wire_density.png
(2 px per um) 21 x 21 tiles, from dark purple (low) to yellow (high), scaled to the fullest tile. Values are wire area over tile area, all layers added.
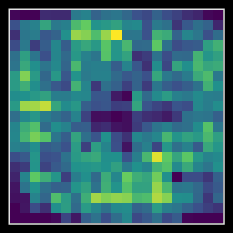
gate_families.png
(4 px per um)
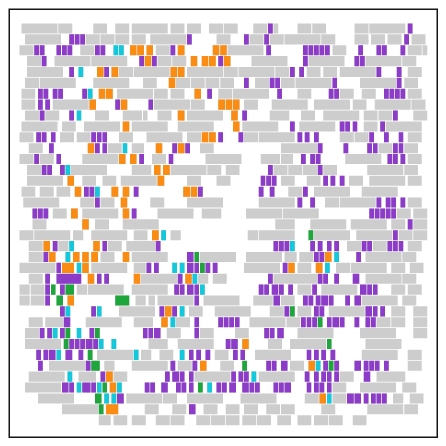
metal_stack.png
(4 px per um) Two of the layers only.
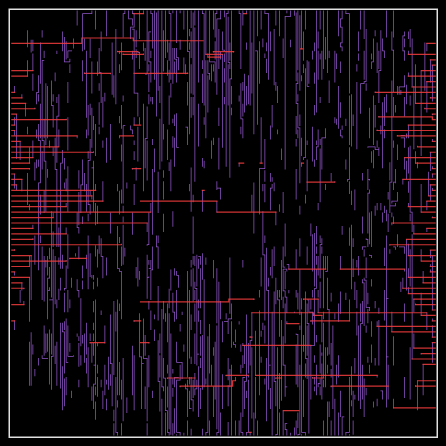
==> config.mk <==
export PLATFORM = sky130hd
export DESIGN_NAME = mem_stage_access_unit
export DESIGN_NICKNAME = d
export VERILOG_FILES = /design/src/rtl/mem_pkg.sv /design/src/rtl/mem_lane_steer.sv /design/src/rtl/mem_stage_access_unit.sv
export SDC_FILE = /design/constraint.sdc
export NUM_CORES = 1
export LEC_CHECK = 0
export ABC_AREA = 1
export CORE_MARGIN = 2
export CORE_UTILIZATION = 46
export CTS_CLUSTER_SIZE = 10
export DETAILED_ROUTE_END_ITERATION = 10
export PLACE_DENSITY_LB_ADDON = 0.05
export SLEW_MARGIN = 20
export SYNTH_ARGS = -nofsm -noshare
export SYNTH_HDL_FRONTEND = slang
export SYNTH_SLANG_ARGS = --single-unit
==> constraint.sdc <==
create_clock -name clk -period 2.68 [get_ports clk]
set_clock_uncertainty 0.05 [all_clocks]
set_input_delay 0.536 -clock clk [delete_from_list [all_inputs] [get_ports clk]]
set_output_delay 0.536 -clock clk [all_outputs]
set_load 0.03 [all_outputs]
==> src/rtl/mem_pkg.sv <==
// Shared encodings for the MEM-stage data-memory access unit.
package mem_pkg;

  typedef enum logic [1:0] {
    MS_IDLE = 2'd0,
    MS_BUSY = 2'd1,
    MS_DONE = 2'd2
  } ms_state_e;

  localparam logic       SIZE_WORD = 1'b0;
  localparam logic       SIZE_BYTE = 1'b1;
  localparam logic [3:0] BE_WORD   = 4'hF;

  // One-hot lane enable for a byte store at the given offset.
  function automatic logic [3:0] byte_be(input logic [1:0] off);
    return 4'b0001 << off;
  endfunction

endpackage

==> src/rtl/mem_lane_steer.sv <==
// Byte-lane steering: store replication and enables, lbu extraction from the read word.
module mem_lane_steer
  import mem_pkg::*;
(
  input  logic        size,
  input  logic        we,
  input  logic [1:0]  off,
  input  logic [31:0] wdata,
  input  logic        rd_size,
  input  logic [1:0]  rd_off,
  input  logic [31:0] bus_rdata,
  output logic [3:0]  be,
  output logic [31:0] wdata_out,
  output logic [31:0] rdata_out
);

  always_comb begin
    be = BE_WORD;
    if (we && (size == SIZE_BYTE)) begin
      be = byte_be(off);
    end
    wdata_out = (size == SIZE_BYTE) ? {4{wdata[7:0]}} : wdata;
    // Load side uses the offset/size captured at issue, not the live inputs.
    rdata_out = bus_rdata;
    if (rd_size == SIZE_BYTE) begin
      rdata_out = {24'b0, bus_rdata[{rd_off, 3'b000} +: 8]};
    end
  end

endmodule

==> src/rtl/mem_stage_access_unit.sv <==
// MEM-stage responder: one load/store becomes a req/ack bus transaction while the pipeline stalls.
// Handshake: bus_req stays high with stable bus_we/addr/be/wdata until the cycle bus_ack=1; that cycle completes it.
module mem_stage_access_unit
  import mem_pkg::*;
#(
  parameter int TIMEOUT_CYCLES = 16,
  parameter int ADDR_W         = 32
) (
  input  logic              clk,
  input  logic              rst_n,
  input  logic              mem_read,
  input  logic              mem_write,
  input  logic              mem_data_size,
  input  logic [ADDR_W-1:0] addr,
  input  logic [31:0]       wdata,
  output logic              stall,
  output logic [31:0]       rdata,
  output logic              align_err,
  output logic              bus_err,
  output logic              bus_req,
  output logic              bus_we,
  output logic [ADDR_W-1:0] bus_addr,
  output logic [3:0]        bus_be,
  output logic [31:0]       bus_wdata,
  input  logic              bus_ack,
  input  logic [31:0]       bus_rdata,
  output logic [1:0]        state_dbg
);

  localparam int CNT_W = $clog2(TIMEOUT_CYCLES + 1);
  localparam logic [CNT_W-1:0] CNT_LAST = CNT_W'(TIMEOUT_CYCLES - 1);

  ms_state_e         state_q, state_d;
  logic              bus_req_q, bus_req_d;
  logic              bus_we_q, bus_we_d;
  logic [ADDR_W-1:0] bus_addr_q, bus_addr_d;
  logic [3:0]        bus_be_q, bus_be_d;
  logic [31:0]       bus_wdata_q, bus_wdata_d;
  logic [1:0]        off_q, off_d;
  logic              size_q, size_d;
  logic [31:0]       rdata_q, rdata_d;
  logic [CNT_W-1:0]  cnt_q, cnt_d;

  logic        access, illegal, stall_c, align_err_c;
  logic [3:0]  steer_be;
  logic [31:0] steer_wdata, steer_rdata;

  mem_lane_steer u_steer (
    .size      (mem_data_size),
    .we        (mem_write),
    .off       (addr[1:0]),
    .wdata     (wdata),
    .rd_size   (size_q),
    .rd_off    (off_q),
    .bus_rdata (bus_rdata),
    .be        (steer_be),
    .wdata_out (steer_wdata),
    .rdata_out (steer_rdata)
  );

  assign access  = mem_read | mem_write;
  assign illegal = (mem_read & mem_write) |
                   ((mem_data_size == SIZE_WORD) && (addr[1:0] != 2'b00));

  always_comb begin
    state_d     = state_q;
    bus_req_d   = bus_req_q;
    bus_we_d    = bus_we_q;
    bus_addr_d  = bus_addr_q;
    bus_be_d    = bus_be_q;
    bus_wdata_d = bus_wdata_q;
    off_d       = off_q;
    size_d      = size_q;
    rdata_d     = rdata_q;
    cnt_d       = cnt_q;
    stall_c     = 1'b0;
    align_err_c = 1'b0;
    bus_err     = 1'b0;
    case (state_q)
      MS_IDLE: begin
        rdata_d = '0;
        if (access) begin
          if (illegal) begin
            align_err_c = 1'b1;
          end else begin
            stall_c     = 1'b1;
            state_d     = MS_BUSY;
            bus_req_d   = 1'b1;
            bus_we_d    = mem_write;
            bus_addr_d  = {addr[ADDR_W-1:2], 2'b00};
            bus_be_d    = steer_be;
            bus_wdata_d = steer_wdata;
            off_d       = addr[1:0];
            size_d      = mem_data_size;
            cnt_d       = '0;
          end
        end
      end
      MS_BUSY: begin
        stall_c = 1'b1;
        // An ack in the final allowed cycle takes priority over the timeout.
        if (bus_ack) begin
          rdata_d   = steer_rdata;
          bus_req_d = 1'b0;
          state_d   = MS_DONE;
        end else if (cnt_q == CNT_LAST) begin
          bus_err   = 1'b1;
          rdata_d   = '0;
          bus_req_d = 1'b0;
          state_d   = MS_DONE;
        end else begin
          cnt_d = (cnt_q == CNT_LAST) ? cnt_q : cnt_q + CNT_W'(1);
        end
      end
      MS_DONE: begin
        rdata_d = '0;
        state_d = MS_IDLE;
      end
      default: begin
        state_d   = MS_IDLE;
        bus_req_d = 1'b0;
      end
    endcase
  end

  always_ff @(posedge clk or negedge rst_n) begin
    if (!rst_n) begin
      state_q     <= MS_IDLE;
      bus_req_q   <= 1'b0;
      bus_we_q    <= 1'b0;
      bus_addr_q  <= '0;
      bus_be_q    <= '0;
      bus_wdata_q <= '0;
      off_q       <= '0;
      size_q      <= SIZE_WORD;
      rdata_q     <= '0;
      cnt_q       <= '0;
    end else begin
      state_q     <= state_d;
      bus_req_q   <= bus_req_d;
      bus_we_q    <= bus_we_d;
      bus_addr_q  <= bus_addr_d;
      bus_be_q    <= bus_be_d;
      bus_wdata_q <= bus_wdata_d;
      off_q       <= off_d;
      size_q      <= size_d;
      rdata_q     <= rdata_d;
      cnt_q       <= cnt_d;
    end
  end

  // Combinational outputs are forced low while reset is asserted.
  assign stall     = stall_c & rst_n;
  assign align_err = align_err_c & rst_n;
  assign rdata     = rdata_q;
  assign bus_req   = bus_req_q;
  assign bus_we    = bus_we_q;
  assign bus_addr  = bus_addr_q;
  assign bus_be    = bus_be_q;
  assign bus_wdata = bus_wdata_q;
  assign state_dbg = state_q;

endmodule

==> changes_impl.md <==
### Physical design

- OpenROAD warnings: 28
- CTS tree: done
- Final setup violation count: 0
- Fin area: 7190 sq um
- Top logic cells by instance count in the layout: nand2_1, clkdlybuf4s50_1, dfrtp_1, a21oi_1, inv_1
- Crit path DAT: 1910 ps
- Synth unique cells: 23
- P_sw: 0.00272 W
- Vias/cell: 4.83
- DR iter-0 viols: 298
- Setup tns final: 0 ps
- Share of layout cells above drive strength 1: 4.73%
- Die ar.: 11,400 sq um
- Nature of the critical path startpoint: flip-flop
- GRT Residual Overflow: 0
- Post-Synth Adder-Cell Area: 0.517%
- Met3 wire length: 1020 um
- Final HPWL DP: 9610 um
- DRC viols: 0
- Chip Area, Yosys: 4840 sq um
- Max VDD drop: 0.557 mV
- Switching part of the total: 41.6%
- Sink Count: 110
- CTS clk-pin slew, worst paths: 110 ps
- Leak: 3.58 nW
- Worst EP required: 2090 ps
- Ys cells: 597
- Combinational power share: 47.2%
- RSZ-0062 raised after global routing: no
- CP endpoint kind: primary output
- Fillers: 857
- Count of input and output buffers: 206
- Main logic family: simple AND/OR/NAND/NOR gates
- Power Dens Cells: 910 nW/um^2
- Final GP Congestion: 0.868
- F_max: 401 MHz
- N_diodes: 0
- Largest net degree at the start of global routing: 111
- Post-route antenna net violation count: 0
- Post-layout period usage of the worst path: 93.1%
- Vias in the first global route: 4,338
- Met2 wire length: 6400 um
- AO/OA Area Share: 7.80%
- Syn Inst Count: 597
- Top layer in use: met4
- Sequential share of power: 37.3%
- Xor/xnor share: 0%
- Final Hold Fails: 0
- Core Area: 10,300 sq um
- Hold crit path type: input pin to asynchronous set/reset pin
- Mux frac, synth: 0%
- Avg Cell Area, Syn: 8.11 sq um
- Initial antenna violation count: 0
- Post-Synth Simple-Gate Area: 27.9%
- Max-cap violations: 0
- Die X: 107 um
- Power Internal: 0.00382 W
- Post-layout util: 70.0%
- Mapped Area: 4840 sq um
- Slew Limit Fails: 0
- H-tree Lvls: 3
- CTS Buf Count: 9
- Seq cells post-synth: 110
- Tightest Pin Transition: 599 ps
- CTS Root Cell: clkbuf_8
- Critical path peak fanout: 3
- M1 WL: 5830 um
- Clock share of power: 15.5%
- # IOs: 209
- Synth Seq Share: 56.8%
- Fp util: 47.1%
- Core Rows: 37
- WS Path Type: flip-flop to primary output
- Area Overhead vs Synth: 48.5%
- Clk_lat worst skew: 370 ps
- Fin crit period: 2500 ps
- Pre-antenna DRT Iters: 5
- # hold bufs at CTS: 0
- Placed cell area: 7000 sq um
- Synth warn: 0
- DIE HEIGHT: 107 um
- First-pass GRT wire length: 21,600 um
- Status: finished, final reports clean
- Worst hold margin: 209 ps
- Setup repair bufs after CTS: 0
- Max_slew headroom: 60.1%
- Layout net count: 902
- CTS max path bufs: 2
Back to the opening pictures, wire_density.png:
mean over tiles: 0.19
fullest tile: 0.48
emptiest ninth of the die: middle
tiles over half the peak: 30%
nearly empty tiles: 3.9%
global-route usage over all layers: 24.0%
wire per inst: 14.4 um
drt total wl: 13,500 um
Vias: 4,540

Back to the opening pictures, gate_families.png:
| color | family | cells | most used |
|---|---|---|---|
| cyan | inverters | 40 | inv_1 |
| orange | inverting AOI/OAI gates | 74 | a21oi_1 |
| green | NOR gates | 21 | nor2_1 |
| purple | NAND gates | 321 | nand2_1 |
Final Non-Filler Cells: 939
Commonest Layout Cell: nand2_1
Comb area share: 24.5%

Back to the opening pictures, metal_stack.png:
| color | layer | wire length |
|---|---|---|
| purple | met2 | 6,400 um |
| red | met3 | 1,020 um |

## worst max-delay path: stages (launching register included)
cell and delay, ps:
dfrtp_1 390, ha_1 210, nand2_1 60, nor2_1 90, ha_1 170, inv_1 50, nor3_1 150, dlygate4sd2_1 410
## routing by layer
layer | global-route usage (%) | vias up
met1 | 32.7 | 2089
met5 | 0 | -
li1 | - | 2257
met2 | 37.8 | 174
met4 | 7.42 | 0
met3 | 6.14 | 20
## registers in the layout (all words and copies together) (netlist names)
register and cells:
bus_wdata 32, rdata 32, bus_addr 30, cnt_q 5, bus_be 4, off_q 2
state_dbg 2, bus_req 1, bus_we 1, size_q 1
## metrics by stage
step	power, W	std cells	worst slack [ps]
2_1_floorplan	0.00417	598	462
3_3_place_gp	0.00552	923	201
3_5_place_dp	0.00558	923	199
4_1_cts	0.00661	939	162
5_1_grt	0.00693	939	12.1
6_report	0.00655	939	184
## cell usage after synthesis
library cell	instances	area share, %
nand2_1	288	22
nand4_1	1	0.13
inv_1	36	2.8
nor3_1	2	0.21
buf_4	9	1.4
nor2_2	2	0.26
nand3_4	1	0.36
nor2_1	16	1.2
nor3_2	1	0.21
a21oi_1	38	3.9
clkbuf_1	4	0.31
clkinv_1	1	0.077
o21ai_2	2	0.36
o21ai_1	1	0.10
inv_2	3	0.23
buf_2	10	1.0
ha_1	2	0.52
buf_6	4	0.93
nand3_1	31	3.2
clkbuf_2	1	0.10
o21ai_0	33	3.4
conb_1	1	0.077
dfrtp_1	110	57
## cells by family (layout without fill, tap and decap cells)
family          after synthesis  count (layout)
simple gates                342             342
flops                       110             110
compound gates               74              74
buf+inv                      68             273
fa+ha+maj                     2               2
other cells                   1               2
## final cells by class
| cell class | count | area [sq um] | share of cell area [%] |
|---|---|---|---|
| clock buffers | 10 | 128 | 1.77 |
| clock inverters | 6 | 70.1 | 0.974 |
| inverters | 40 | 150 | 2.09 |
| multi-input cells | 420 | 1760 | 24.5 |
| flip-flops and latches | 110 | 2750 | 38.3 |
| well taps | 136 | 170 | 2.37 |
| repair buffers | 217 | 2160 | 30.0 |
## path summary, 6_finish.rpt
check / startpoint / endpoint / slack, ps / depth (start not counted)
max reg2reg: cnt_q[0] / rdata[15] / 580 / 10
max in group asynchronous: rst_n / bus_addr[18] / 1890 / 2
max: cnt_q[0] / bus_err / 180 / 7
min in group clk: rdata[8] / rdata[8] / 430 / 2
min: rst_n / rdata[8] / 210 / 2
min reg2reg: rdata[8] / rdata[8] / 430 / 2
## power by group through the flow
stage | registers, W | logic (W) | clock network [W]
3_5_place_dp | 0.00247 | 0.00311 | 0
5_1_grt | 0.00251 | 0.00332 | 0.00110
2_1_floorplan | 0.00339 | 0.000778 | 0
6_report | 0.00244 | 0.00309 | 0.00101
4_1_cts | 0.00244 | 0.00312 | 0.00105
3_3_place_gp | 0.00245 | 0.00307 | 0
## what timing repair did
action / in CTS / in global routing
gates resized: 1 / 0
endpoints found under the hold margin: 0 / 0
setup endpoints to repair: 1 / 0
Power figures rest on the tool's default switching activity, not on a simulated workload.
